run_1/m1.png
Scale bar: 20 um. Cells faint in the background.
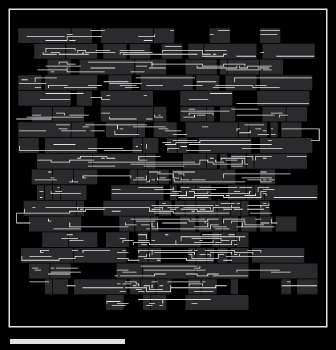
run_1/m2.png
Cells faint in the background.
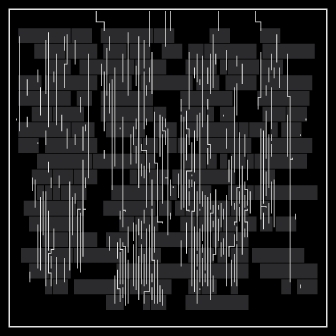
run_1/m3.png
Scale bar: 20 um. Cells faint in the background.
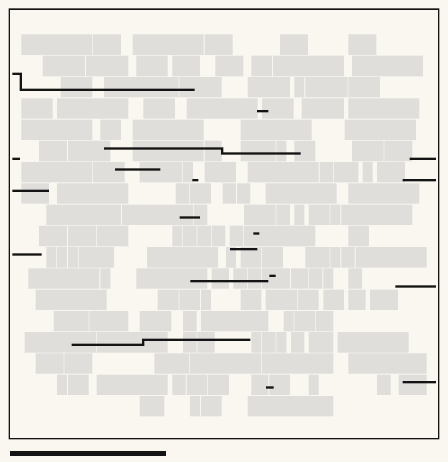
run_1/placed.png
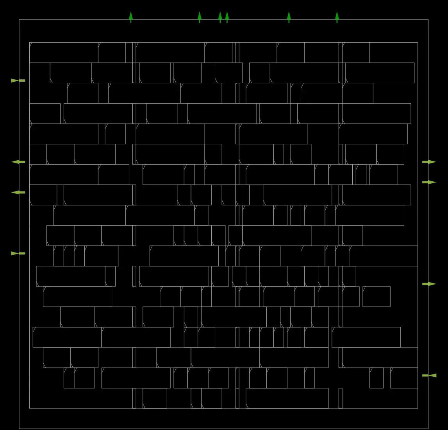
<file path="src/rtl/uart_pkg.sv">
// Shared UART definitions: state encoding and bit-timing math used by both
// the receive and transmit paths so a matched pair derives identical timing.
package uart_pkg;

    typedef enum logic [2:0] {
        Idle     = 3'd0,
        StartBit = 3'd1,
        DataBits = 3'd2,
        StopBit  = 3'd3,
        WaitIdle = 3'd4
    } uart_state_e;

    // Clock cycles per bit period (truncated). Callers must keep this >= 4.
    function automatic int bit_ticks(input int clock_frequency, input int baud_rate);
        return clock_frequency / baud_rate;
    endfunction

    // Clock cycles to the centre of a bit, measured from its leading edge.
    function automatic int half_ticks(input int clock_frequency, input int baud_rate);
        return bit_ticks(clock_frequency, baud_rate) / 2;
    endfunction

endpackage

</file>
<file path="src/rtl/uart_rx_sync.sv">
// Two-flop synchroniser for the asynchronous serial line; resets to the
// idle (high) level so a reset never looks like a start bit.
module uart_rx_sync (
    input  logic clock,
    input  logic reset,
    input  logic d,
    output logic q
);

    logic meta;

    // Metastability filter: d -> meta -> q.
    always_ff @(posedge clock or negedge reset) begin
        if (!reset) begin
            meta <= 1'b1;
            q    <= 1'b1;
        end else begin
            meta <= d;
            q    <= meta;
        end
    end

endmodule

</file>
<file path="src/rtl/uart_rx.sv">
// UART receiver, 1 start / NrOfDataBits data (LSB first) / 1 stop, no parity.
// Start bit is validated at its centre; every later bit is sampled one full
// bit period after the previous sample. The stop sample returns to Idle
// half a bit early so back-to-back frames have no dead time.
module uart_rx
    import uart_pkg::*;
#(
    parameter int ClockFrequency = 1000000,
    parameter int BaudRate       = 9600,
    parameter int NrOfDataBits   = 8
) (
    input  logic                    clock,
    input  logic                    reset,
    input  logic                    rx,
    output logic [NrOfDataBits-1:0] dataBits,
    output logic                    done,
    output logic                    frameError,
    output logic                    busy
);

    localparam int BitTicks  = bit_ticks(ClockFrequency, BaudRate);
    localparam int HalfTicks = half_ticks(ClockFrequency, BaudRate);
    localparam int TickW     = $clog2(BitTicks);
    localparam int IdxW      = (NrOfDataBits > 1) ? $clog2(NrOfDataBits) : 1;

    localparam logic [TickW-1:0] TickLast = TickW'(BitTicks - 1);
    localparam logic [TickW-1:0] TickHalf = TickW'(HalfTicks - 1);
    localparam logic [IdxW-1:0]  IdxLast  = IdxW'(NrOfDataBits - 1);

    logic                    rx_s;
    uart_state_e             state_q, state_next;
    logic [TickW-1:0]        tick_q, tick_next;
    logic [IdxW-1:0]         idx_q, idx_next;
    logic [NrOfDataBits-1:0] shift_q, shift_next;
    logic [NrOfDataBits-1:0] data_next;
    logic                    done_next, ferr_next;

    uart_rx_sync u_sync (
        .clock (clock),
        .reset (reset),
        .d     (rx),
        .q     (rx_s)
    );

    assign busy = (state_q != Idle);

    // State register.
    always_ff @(posedge clock or negedge reset) begin
        if (!reset) state_q <= Idle;
        else        state_q <= state_next;
    end

    // Counters, shift register and registered output strobes.
    always_ff @(posedge clock or negedge reset) begin
        if (!reset) begin
            tick_q     <= '0;
            idx_q      <= '0;
            shift_q    <= '0;
            dataBits   <= '0;
            done       <= 1'b0;
            frameError <= 1'b0;
        end else begin
            tick_q     <= tick_next;
            idx_q      <= idx_next;
            shift_q    <= shift_next;
            dataBits   <= data_next;
            done       <= done_next;
            frameError <= ferr_next;
        end
    end

    // Next-state and datapath decode; strobes default low so they last one cycle.
    always_comb begin
        state_next = state_q;
        tick_next  = tick_q;
        idx_next   = idx_q;
        shift_next = shift_q;
        data_next  = dataBits;
        done_next  = 1'b0;
        ferr_next  = 1'b0;
        case (state_q)
            Idle: begin
                if (!rx_s) begin
                    state_next = StartBit;
                    tick_next  = '0;
                end
            end
            StartBit: begin
                if (tick_q == TickHalf) begin
                    if (rx_s) begin
                        // Low pulse did not survive to mid-bit: treat as glitch.
                        state_next = Idle;
                    end else begin
                        state_next = DataBits;
                        tick_next  = '0;
                        idx_next   = '0;
                    end
                end else begin
                    tick_next = tick_q + 1'b1;
                end
            end
            DataBits: begin
                if (tick_q == TickLast) begin
                    tick_next = '0;
                    // Shift in from the MSB side so the first bit lands in bit 0.
                    shift_next = shift_q >> 1;
                    shift_next[NrOfDataBits-1] = rx_s;
                    if (idx_q == IdxLast) state_next = StopBit;
                    else                  idx_next   = idx_q + 1'b1;
                end else begin
                    tick_next = tick_q + 1'b1;
                end
            end
            StopBit: begin
                if (tick_q == TickLast) begin
                    tick_next = '0;
                    if (rx_s) begin
                        data_next  = shift_q;
                        done_next  = 1'b1;
                        state_next = Idle;
                    end else begin
                        ferr_next  = 1'b1;
                        state_next = WaitIdle;
                    end
                end else begin
                    tick_next = tick_q + 1'b1;
                end
            end
            WaitIdle: begin
                // Hold off until the line is released so a break gives one error.
                if (rx_s) state_next = Idle;
            end
            default: state_next = Idle;
        endcase
    end

endmodule

</file>
<file path="config.mk">
export PLATFORM = sky130hd
export DESIGN_NAME = uart_rx
export DESIGN_NICKNAME = d
export VERILOG_FILES = /design/src/rtl/uart_pkg.sv /design/src/rtl/uart_rx_sync.sv /design/src/rtl/uart_rx.sv
export SDC_FILE = /design/constraint.sdc
export NUM_CORES = 1
export LEC_CHECK = 0
export ABC_CLOCK_PERIOD_IN_PS = 2050
export CAP_MARGIN = 20
export CORE_UTILIZATION = 56
export DETAILED_ROUTE_END_ITERATION = 10
export GPL_TIMING_DRIVEN = 0
export PLACE_DENSITY = 0.78
export SLEW_MARGIN = 25
export SYNTH_ARGS = -nofsm -noshare
export SYNTH_HDL_FRONTEND = slang
export SYNTH_SLANG_ARGS = --single-unit
</file>
<file path="constraint.sdc">
create_clock -name clock -period 2.05 [get_ports clock]
set_input_delay 0.205 -clock clock [delete_from_list [all_inputs] [get_ports clock]]
set_output_delay 0.205 -clock clock [all_outputs]
set_load 0.01 [all_outputs]
</file>
==> metrics.yaml, run 1 <==
final_layout:
  nets: 156
  synthToLayoutAreaGrowth_pct: 18.9
  postLayoutCellArea_um2: 1850
  antenna_cells: 0
  drive_above_1_share_pct: 25.2
synthesis:
  synthArstFlopShare_pct: 100
  yosys.area.top_type_share_pct: 49.8
  synth_cell_types: 33
  yosysTopAreaCell: "dfrtp_1"
  syn_area_um2: 1560
  syn_nets: 133
  netlist_instances: 127
  avgSynthCellArea_um2: 12.3
  ys_cells: 127
  edf_count: 0
  yosys-top-cells-area: "dfrtp_1 50%, mux2_4 7.7%, mux2_2 6.5%"
  ys.warnings.count: 0
  yosysSeqAreaShare_pct: 53.1
  top_cells_by_count: "31 x dfrtp_1, 11 x nand2_1, 9 x mux2_2"
  ys_ff: 33
  ys_area_um2: 1560
  most_common_cell: "dfrtp_1"
setup_path:
  startpoint_type: "flop"
  critPathBufInv: 2
  crit_chain: "clkbuf_2, or3_1, clkdlybuf4s50_1"
  critical-path-top-delay-family: "buffers and inverters"
  cp.arrival_ns: 1.77
  cp-end-kind: "output pin"
  max_stage_delay_ns: 0.48
  critPathRequiredTime_ns: 1.85
  crit_slowest_cell: "clkdlybuf4s50_1"
  criticalPathCategory: "flop to output pin"
  crit_fanout: 10
timing:
  holdWs_ns: 0.269
  finalClockSkew_ns: 0.00717
  timing.final.crit_period_ns: 1.98
  fin_crit_sh_pct: 96.4
  final_hold_viol_count: 0
  drv_slew: 0
  tightest_slew_ns: 0.530
  rsz0062_at_grt: "false"
  fmax_mhz: 506
  setup_violations: 0
  final.setup.tns_ns: 0
  timing.slew.headroom_pct: 64.4
floorplan:
  dieArea_um2: 3000
  chipWidth_um: 54.8
  die_h_um: 54.8
  fp_util_pct: 61.3
  core.rowCount: 18
  num_io_pins: 14
placed_design:
  io_buffers: 13
  dpl_cell_area_um2: 1750
  hpwlAfterDp_um: 1990
  gp_congestion: 0.857
clock_network:
  cts_root_buffer: "clkbuf_4"
  clk_path_buf_depth: 2
  cts-buffers-inserted: 5
  clock-sinks: 33
  cts_max_level: 2
  path_clk_slew_ns: 0.10
  tritoncts: "yes"
detailed_routing:
  vias_per_cell: 5.83
  first_iter_violations: 30
  postRouteAntennaNets: 0
  wl_per_cell_um: 15.7
  dr.pass1.iters: 4
  drc: 0
power_and_ir_drop:
  switchingPower_w: 0.000237
  clockPowerShare_pct: 42.9
  swShare_pct: 19.9
  pwr-share-seq_pct: 54.9
  vdd_drop_max_mv: 0.603
  intPower_w: 0.000955
  p_comb_share_pct: 2.2
  power_density_nw_per_um2: 643
  p_leak_nw: 0.943
global_route:
  grt_use_total_pct: 22.6
  overflow: 0
  grt_pass1_wl_um: 4500
  grt_start_max_net_pins: 18
run_status:
  outcome: "finished clean"
run:
  cap_violations: 0
-- m1.png (at the start) --
share of all routed wire: 47%
main direction: horizontal
wire length on this layer: 1320 um
nets with wire on the layer: 144

-- m2.png (at the start) --
longest straight run: 32.1 um
wire length on this layer: 1350 um
WL final: 2840 um
vias post-DR: 1056
GR met2 Demand/Resource: 33.3%

-- m3.png (at the start) --
nets with wire on the layer: 15
longest straight run: 22.1 um
share of all routed wire: 4.3%
met3 usage: 9.44%

-- placed.png (at the start) --
Core Area: 2540 um2
Final Non-Filler Cells: 181
fill cell count: 180
final cell utilization of the core: 72.8%

[run 1: flip-flops by register name, indices dropped and copies added, names as in the netlist, 3 cells and up]
signal	count
dataBits	8
shift_q	8
tick_q	7
idx_q	3
state_q	3
[run 1: final timing paths]
kind                        startpoint          end  slack (ns)  depth (start not counted)
setup / recovery            state_q[2]         busy        0.07                          3
hold / removal                      rx  u_sync.meta        0.27                          1
setup reg to reg             tick_q[0]   shift_q[6]        0.15                          5
hold reg to reg            u_sync.meta     u_sync.q        0.37                          0
max in group asynchronous        reset     u_sync.q        1.21                          3
min in group asynchronous        reset    tick_q[6]        0.32                          2
[run 1: worst register-to-register path: stages (launching register included)]
cell and delay, ns:
dfrtp_1 0.39, ha_1 0.28, nand4b_4 0.14, or4_4 0.50
buf_6 0.17, mux2_4 0.30
[run 1: power groups by stage]
stage | sequential, W | clock, W | combinational (W)
floorplan | 0.000667 | 0 | 0.00000308
global placement | 0.000667 | 0 | 0.0000199
detailed placement | 0.000667 | 0 | 0.0000258
CTS | 0.000655 | 0.000522 | 0.0000273
global route | 0.000655 | 0.000547 | 0.0000307
finish | 0.000655 | 0.000511 | 0.0000263
[run 1: area by class of cell]
class	count	area [um2]
Clock inverter	1	30.0
Timing Repair Buffer	16	170
Inverter	5	18.8
Buffer	5	30.0
Tap cell	30	37.5
Multi-Input combinational cell	84	683
Fill cell	180	692
Clock buffer	7	55.1
Sequential cell	33	828
[run 1: cell families after synthesis]
| kind of cell | after synthesis | share of synthesized area (%) |
|---|---|---|
| and+or+nand+nor | 36 | 14.7 |
| DFF | 33 | 53.1 |
| AOI/OAI and AO/OA | 25 | 10.6 |
| muxes | 20 | 16.1 |
| buffers and inverters | 10 | 3.05 |
| adders and majority gates | 3 | 2.41 |
[run 1: metal layers]
layer  GRT usage (%)  wire length (um)  up-vias
li1                -                 -      510
met1            28.4              1320      514
met2            33.3              1350       26
met3            9.44               121        6
met4            10.7                41        0
met5               0                 0        -
[run 1: per-stage QoR]
| stage | instances | power [W] | utilization (%) | setup WS [ns] |
|---|---|---|---|---|
| 4_1_cts | 180 | 0.00120 | 72.5 | 0.0154 |
| 2_1_floorplan | 127 | 0.000670 | - | 0.280 |
| 3_5_place_dp | 171 | 0.000693 | 68.7 | 0.171 |
| 5_1_grt | 181 | 0.00123 | 72.8 | 0.00602 |
| 6_report | 181 | 0.00119 | 72.8 | 0.0737 |
| 3_3_place_gp | 170 | 0.000687 | 67.8 | 0.174 |
[run 1: cells in the final DEF (no fill, tap or decap), types with 2 or more instances in the layout]
cell,n
or4_1,2
nand2_1,11
mux2i_1,3
clkdlybuf4s50_1,12
a22o_1,2
o21ai_0,7
ha_1,3
buf_2,3
inv_1,5
or3_1,4
nand2b_1,3
dfrtp_1,31
clkbuf_4,5
a21o_1,5
clkbuf_1,2
nand3_1,4
nor2_1,3
nor3_1,2
mux2_2,9
mux2_4,8
a21oi_1,3
a22oi_1,4
dfstp_2,2
[run 1: what timing repair did]
| action | CTS | global route |
|---|---|---|
| setup endpoints to repair | 0 | 4 |
| buffers inserted | 0 | 1 |
| endpoints found under the hold margin | 16 | 0 |
| resized | 0 | 2 |
| hold buffers | 1 | 0 |
run_1/ff_map.png
Other sequential cells in the stronger gray, the rest of the logic in the fainter gray.
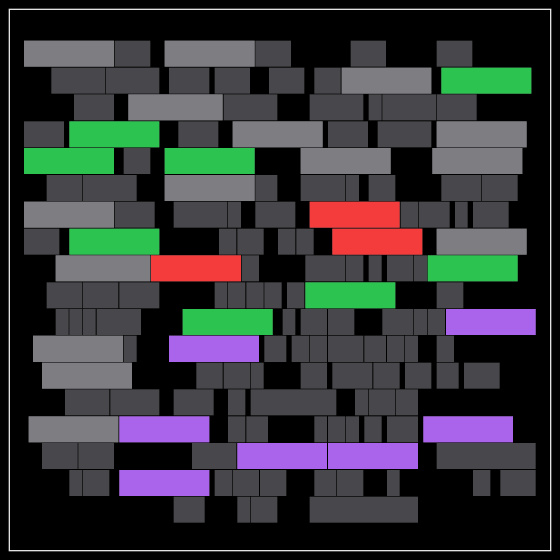

--- run 2 (diff from run 1) ---
--- a/config.mk
+++ b/config.mk
@@ -5,12 +5,14 @@
 export SDC_FILE = /design/constraint.sdc
 export NUM_CORES = 1
 export LEC_CHECK = 0
-export ABC_CLOCK_PERIOD_IN_PS = 2050
+export ABC_CLOCK_PERIOD_IN_PS = 1600
 export CAP_MARGIN = 20
-export CORE_UTILIZATION = 56
+export CORE_ASPECT_RATIO = 0.6
+export CORE_UTILIZATION = 50
+export CTS_BUF_LIST = sky130_fd_sc_hd__clkbuf_16
 export DETAILED_ROUTE_END_ITERATION = 10
 export GPL_TIMING_DRIVEN = 0
-export PLACE_DENSITY = 0.78
+export PLACE_DENSITY = 0.74
 export SLEW_MARGIN = 25
 export SYNTH_ARGS = -nofsm -noshare
 export SYNTH_HDL_FRONTEND = slang
==> constraint.sdc (replaced) <==
create_clock -name clock -period 1.6 [get_ports clock]
set_input_delay 0.16 -clock clock [delete_from_list [all_inputs] [get_ports clock]]
set_output_delay 0.16 -clock clock [all_outputs]
set_load 0.01 [all_outputs]
run_2/ff_map.png
Other sequential cells in the stronger gray, the rest of the logic in the fainter gray.
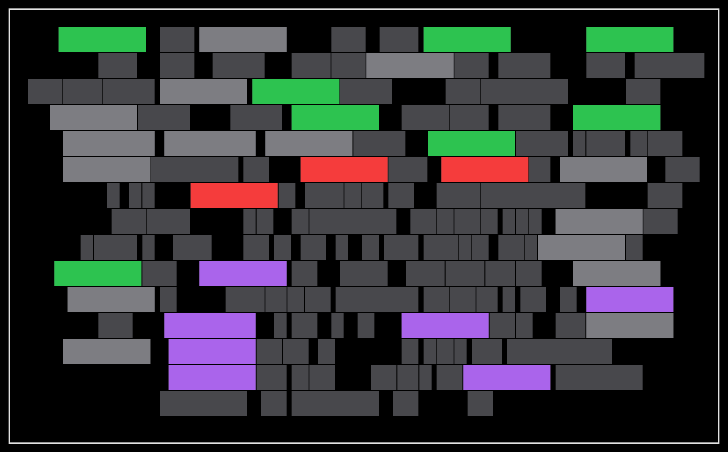
| color | netlist name | placed flops |
|---|---|---|
| green | dataBits | 8 |
| red | state_q | 3 |
| purple | tick_q | 7 |
not colored: 15

==> metrics.yaml, run 2 <==
floorplan:
  dieArea_um2: 3350
  num_io_pins: 14
  chipWidth_um: 74.1
  core_area_um2: 2910
  die_h_um: 45.3
  fp_util_pct: 53.6
  core.rowCount: 15
synthesis:
  ys.warnings.count: 0
  yosysSeqAreaShare_pct: 53.1
  top_cells_by_count: "31 x dfrtp_1, 11 x nand2_1, 9 x mux2_2"
  ys_ff: 33
  syn_area_um2: 1560
  avgSynthCellArea_um2: 12.3
  yosysTopAreaCell: "dfrtp_1"
  yosys-top-cells-area: "dfrtp_1 50%, mux2_4 7.7%, mux2_2 6.5%"
  synthArstFlopShare_pct: 100
  edf_count: 0
  most_common_cell: "dfrtp_1"
  ys_area_um2: 1560
  ys.flop_type: "dfrtp_1"
  syn_nets: 133
  netlist_instances: 127
  yosys.area.top_type_share_pct: 49.8
  ys_cells: 127
  synth_cell_types: 33
final_layout:
  seqCellArea_um2: 830
  logic_area_um2: 713
  reg_top3: "dataBits (8), shift_q (8), tick_q (7)"
  final_layout_top_logic_cells: "30 x dfrtp_1, 11 x nand2_1, 11 x clkdlybuf4s50_1"
  postLayoutCellArea_um2: 2060
  nets: 163
  antenna_cells: 0
  drive_above_1_share_pct: 33.5
  layoutNonFillerInstCount: 200
  num-fill-cells: 205
  synthToLayoutAreaGrowth_pct: 32.3
  lay_top_count: "dfrtp_1"
placed_design:
  io_buffers: 13
  hpwlAfterDp_um: 1940
  gp_congestion: 0.829
  dp_cells: 183
  dpl_cell_area_um2: 1780
setup_path:
  critPathRequiredTime_ns: 1.76
  startpoint_type: "flop"
  cp.arrival_ns: 1.90
  r2r_slack_ns: -0.14
  cp-end-kind: "flop"
  criticalPathCategory: "flop to flop"
  crit_fanout: 9
clock_network:
  clock-sinks: 33
  cts_root_buffer: "clkbuf_16"
  cts-buffers-inserted: 5
  tritoncts: "yes"
  cts_max_level: 2
  clk_path_buf_depth: 2
  clock.latency.late_pin_ns: 0.28
  path_clk_slew_ns: 0.05
timing:
  final_hold_viol_count: 0
  fin_crit_sh_pct: 109
  drv_slew: 0
  rsz0062_at_grt: "true"
  timing.slew.headroom_pct: 67.6
  tightest_slew_ns: 0.483
  setup_ws_ns: -0.144
  final.setup.tns_ns: -1.92
  setup_violations: 19
  timing.final.crit_period_ns: 1.74
  fmax_mhz: 573
  finalClockSkew_ns: 0.00326
global_route:
  grt_pass1_wl_um: 4980
  grt_use_total_pct: 21.5
  overflow: 0
  grt_start_max_net_pins: 32
  grt_pass1_vias: 1013
  antenna_found_initial: 0
run:
  tool_warnings: 29
  cap_violations: 0
power_and_ir_drop:
  p_leak_nw: 1.03
  finalPower_w: 0.00210
  power_density_nw_per_um2: 1020
  vdd_drop_max_mv: 0.566
detailed_routing:
  wl_per_cell_um: 15.1
  vias_per_cell: 5.48
  vias: 1096
  first_iter_violations: 125
  drc: 0
  drt_wl_total_um: 3020
  dr.pass1.iters: 4
  postRouteAntennaNets: 0
run_status:
  outcome: "finished with violations"
  failed_checks: "negative setup slack"
hold_path:
  hold_path_class: "primary input to asynchronous set/reset pin"
run_2/placed.png
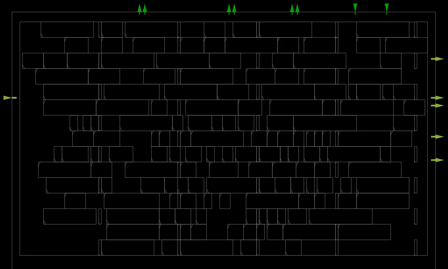
final cell utilization of the core: 70.9%
Seq area share: 40.2%

run 2: cell types whose count changed in the layout (fill, tap and decap cells not counted), sizes merged:
cell	before	now
bufinv	1	2
clkbuf	9	6
clkinv	0	1
buf	6	15
clkdlybuf4s50	12	11
run 2: critical path, stage by stage, from the launching register on:
cell,delay (ns)
dfrtp_1,0.41
ha_4,0.18
nand4b_4,0.12
or4_4,0.45
buf_8,0.17
mux2_4,0.30
run 2: final cells by class:
cell class	instances	share of cell area (%)
Inverter	5	0.910
Clock buffer	5	6.06
Timing Repair Buffer	24	10.6
Sequential cell	33	40.2
Clock inverter	3	3.15
Multi-Input combinational cell	84	34.6
Buffer	4	2.00
Tap cell	42	2.55
run 2: kinds of logic (layout without fill, tap and decap cells):
| kind of cell | after synthesis | after routing | synth area share [%] |
|---|---|---|---|
| adder cells (fa/ha/maj) | 3 | 3 | 2.41 |
| AND-OR/OR-AND | 25 | 25 | 10.6 |
| multiplexers | 20 | 20 | 16.1 |
| buffers and inverters | 10 | 41 | 3.05 |
| AND/OR/NAND/NOR | 36 | 36 | 14.7 |
| flip-flops | 33 | 33 | 53.1 |
run 2: layer usage:
layer	wire length, um	track usage (%)	share of wire, %	vias up
li1	-	-	-	519
met1	1450	29.1	48	543
met2	1380	31.3	46	27
met3	125	6.70	4.1	7
met4	61	11.5	2.0	0
met5	0	0	0	-
run 2: metrics by stage:
stage | worst slack, ns | hold WS (ns)
floorplan | -0.0613 | -0.136
global placement | -0.226 | 0.347
detailed placement | -0.229 | -0.0294
CTS | -0.123 | 0.222
global route | -0.236 | 0.213
finish | -0.144 | 0.214
run 2: worst paths after layout:
| check | from | end | cells after the start |
|---|---|---|---|
| max | tick_q[0] | shift_q[1] | 5 |
| min | reset | dataBits[2] | 2 |
| max reg2reg | tick_q[0] | shift_q[1] | 5 |
| min reg2reg | u_sync.meta | u_sync.q | 0 |
| max in group asynchronous | reset | u_sync.meta | 3 |
| min in group clock | rx | u_sync.meta | 1 |
run 2: what timing repair did:
action                     CTS  global route
pin swaps                    3             1
resized                     10             1
setup endpoints to repair   27            27
buffers inserted             7             2
hold buffers                 1             0
hold endpoints to repair    31             0
run 2: report_power, final:
part	internal, W	switching, W	total, W
combinational	0.0000106	0.0000175	0.0000281
sequential	0.000840	0.00000344	0.000844
clock	0.000888	0.000335	0.00122
total	0.00174	0.000356	0.00210
run_2/m3.png
Scale bar: 20 um. Cells faint in the background.
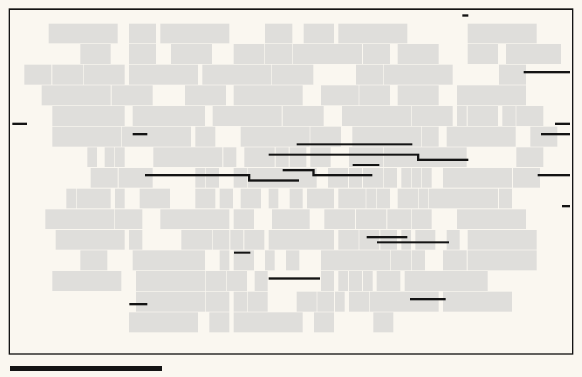

--- run 3 (diff from run 2) ---
--- a/config.mk
+++ b/config.mk
@@ -5,7 +5,7 @@
 export SDC_FILE = /design/constraint.sdc
 export NUM_CORES = 1
 export LEC_CHECK = 0
-export ABC_CLOCK_PERIOD_IN_PS = 1600
+export ABC_CLOCK_PERIOD_IN_PS = 1500
 export CAP_MARGIN = 20
 export CORE_ASPECT_RATIO = 0.6
 export CORE_UTILIZATION = 50
==> constraint.sdc (replaced) <==
create_clock -name clock -period 1.5 [get_ports clock]
set_input_delay 0.15 -clock clock [delete_from_list [all_inputs] [get_ports clock]]
set_output_delay 0.15 -clock clock [all_outputs]
set_load 0.01 [all_outputs]
run_3/m3.png
Scale bar: 20 um. Cells faint in the background.
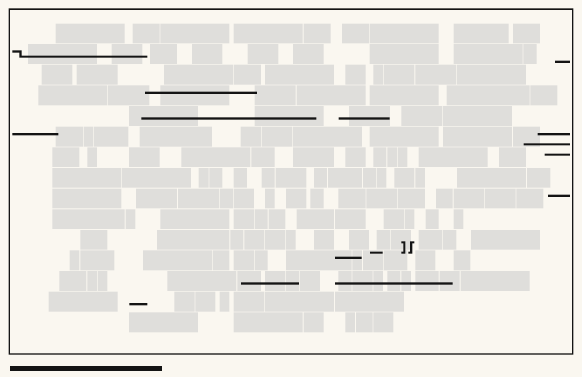
main direction: horizontal
wire length on this layer: 117 um

==> metrics.yaml, run 3 <==
synthesis:
  yosysTopAreaCell: "dfrtp_1"
  yosysSeqAreaShare_pct: 53.1
  syn_area_um2: 1560
  netlist_instances: 127
  edf_count: 0
  ys.flop_type: "dfrtp_1"
  yosys.area.top_type_share_pct: 49.8
  synthArstFlopShare_pct: 100
  synth_xor_xnor_area_share_pct: 0
  syn_nets: 133
  compound_area_share_pct: 10.6
  top_cells_by_count: "31 x dfrtp_1, 11 x nand2_1, 9 x mux2_2"
  most_common_cell: "dfrtp_1"
  simple_gate_area_share_pct: 14.7
  synth_cell_types: 33
  synthMuxAreaShare_pct: 16.1
  ys_ff: 33
  ys_cells: 127
  ys_area_um2: 1560
  adder_share_pct: 2.41
  avgSynthCellArea_um2: 12.3
  ys.warnings.count: 0
  topCombFamilyByArea: "multiplexers"
  yosys-top-cells-area: "dfrtp_1 50%, mux2_4 7.7%, mux2_2 6.5%"
setup_path:
  max_stage_delay_ns: 0.40
  crit_fanout: 6
  critPathRequiredTime_ns: 1.65
  cp-end-kind: "flop"
  critPathBufInv: 2
  crit_chain: "buf_4, nand4bb_1, o211ai_1, buf_4, a21oi_1, mux2_2"
  startpoint_type: "flop"
  crit_slowest_cell: "dfrtp_2"
  critical-path-top-delay-family: "flip-flops"
  crit_top_cell: "buf_4"
  criticalPathCategory: "flop to flop"
  cp.arrival_ns: 1.86
detailed_routing:
  first_iter_violations: 63
  vias_per_cell: 5.32
  drc: 0
  dr.pass1.iters: 4
  wl_per_cell_um: 14.5
  postRouteAntennaNets: 0
global_route:
  antenna_found_initial: 0
  overflow: 0
  grt_pass1_vias: 1019
  grt_pass1_wl_um: 4970
  grt_use_total_pct: 20.9
  grt_start_max_net_pins: 32
power_and_ir_drop:
  swShare_pct: 17.5
  intPower_w: 0.00168
  p_leak_nw: 1.02
  p_comb_share_pct: 1.5
  switchingPower_w: 0.000356
  vdd_drop_max_mv: 0.796
  power_density_nw_per_um2: 995
  finalPower_w: 0.00203
  pwr-share-seq_pct: 44.3
  clockPowerShare_pct: 54.2
final_layout:
  synthToLayoutAreaGrowth_pct: 31.1
  seqCellArea_um2: 830
  antenna_cells: 0
  lay_top_count: "dfrtp_1"
  num-fill-cells: 204
  reg_top3: "dataBits (8), shift_q (8), tick_q (7)"
  final_core_util_pct: 70.2
  nets: 164
  drive_above_1_share_pct: 32.1
  postLayoutCellArea_um2: 2040
  final_layout_top_logic_cells: "30 x dfrtp_1, 11 x buf_4, 11 x nand2_1, 11 x clkdlybuf4s50_1, 9 x mux2_2"
  logic_area_um2: 712
timing:
  tightest_slew_ns: 0.476
  finalClockSkew_ns: 0.00351
  fmax_mhz: 585
  timing.slew.headroom_pct: 68.0
  setup_ws_ns: -0.209
  final_hold_viol_count: 0
  fin_crit_sh_pct: 114
  drv_slew: 0
  setup_violations: 27
  timing.final.crit_period_ns: 1.71
  rsz0062_at_grt: "true"
clock_network:
  path_clk_slew_ns: 0.05
  tritoncts: "yes"
  cts-buffers-inserted: 5
  clock-sinks: 33
  clk_path_buf_depth: 2
  clock.latency.late_pin_ns: 0.27
  cts_root_buffer: "clkbuf_16"
  cts_max_level: 2
placed_design:
  io_buffers: 13
  dp_slack_ns: -0.293
  dpl_cell_area_um2: 1790
  gp_congestion: 0.829
  hpwlAfterDp_um: 1950
run_status:
  outcome: "finished with violations"
  failed_checks: "negative setup slack"
run:
  tool_warnings: 29
  cap_violations: 0
floorplan:
  fp_util_pct: 53.6
  core_area_um2: 2910
  core.rowCount: 15
  dieArea_um2: 3350
  die_h_um: 45.3
  num_io_pins: 14
  chipWidth_um: 74.1
hold_path:
  hold_path_class: "primary input to asynchronous set/reset pin"
run_3/m1.png
Scale bar: 20 um. Cells faint in the background.
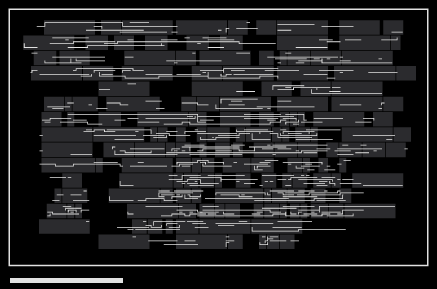
wire length on this layer: 1450 um
longest straight run: 23.9 um
share of all routed wire: 50%
nets with wire on the layer: 150
main direction: horizontal
WL final: 2910 um
vias post-DR: 1069
GR Util met1: 28.4%

-- run 3: cell counts after synthesis --
No cell type changed its count.
-- run 3: worst paths after layout --
path | to | slack [ns] | depth (start not counted) | from
min in group clock | u_sync.meta | 0.30 | 1 | rx
setup reg to reg | tick_q[0] | -0.21 | 6 | tick_q[3]
max in group asynchronous | u_sync.meta | 0.87 | 3 | reset
setup / recovery | tick_q[0] | -0.21 | 6 | tick_q[3]
hold reg to reg | u_sync.q | 0.36 | 0 | u_sync.meta
hold / removal | shift_q[1] | 0.21 | 2 | reset
-- run 3: timing repair --
action	CTS	global route
resized	6	2
hold buffers	1	0
buffers inserted	9	1
endpoints found under the hold margin	31	0
pin swaps	4	1
setup endpoints to repair	28	29
-- run 3: per-stage QoR --
step,hold slack [ns],TNS (ns),std cells
5_1_grt,0.222,-6.00,201
3_3_place_gp,0.347,-15.67,182
6_report,0.211,-3.95,201
3_5_place_dp,-0.0433,-5.83,183
4_1_cts,0.208,-3.55,200
2_1_floorplan,-0.146,-2.31,127
-- run 3: power groups by stage --
| stage | sequential (W) | combinational, W | clock [W] |
|---|---|---|---|
| finish | 0.000901 | 0.0000296 | 0.00110 |
| global route | 0.000900 | 0.0000341 | 0.00117 |
| CTS | 0.000900 | 0.0000315 | 0.00113 |
| detailed placement | 0.000912 | 0.0000330 | 0 |
| global placement | 0.000912 | 0.0000274 | 0 |
| floorplan | 0.000912 | 0.00000435 | 0 |
-- run 3: cell type report --
type	instances	share of cell area [%]
multi-input combinational	84	34.8
sequential	33	40.6
clock inverter	3	1.84
inverter	5	0.919
tap	42	2.57
timing repair buffer	25	11.2
buffer	4	1.90
clock buffer	5	6.12
-- run 3: kinds of logic (layout without fill, tap and decap cells) --
| family | after synthesis | count (layout) |
|---|---|---|
| AND/OR/NAND/NOR | 36 | 36 |
| flip-flops | 33 | 33 |
| AND-OR/OR-AND | 25 | 25 |
| adder cells (fa/ha/maj) | 3 | 3 |
| multiplexers | 20 | 20 |
| buffers and inverters | 10 | 42 |
-- run 3: worst reg2reg max path: stages (launching register included) --
cell and delay [ns]:
dfrtp_2 0.40, buf_4 0.15, nand4bb_1 0.26, o211ai_1 0.25, buf_4 0.18, a21oi_1 0.08
mux2_2 0.28
-- run 3: per-layer routing --
metal / share of wire [%] / global-route usage (%) / vias to the layer above / wire length (um)
li1: - / - / 522 / -
met1: 50 / 28.4 / 519 / 1450
met2: 45 / 32.9 / 24 / 1310
met3: 4.0 / 5.36 / 4 / 117
met4: 1.0 / 7.31 / 0 / 29
met5: 0 / 0 / - / 0
Power and IR drop assume default switching activity.
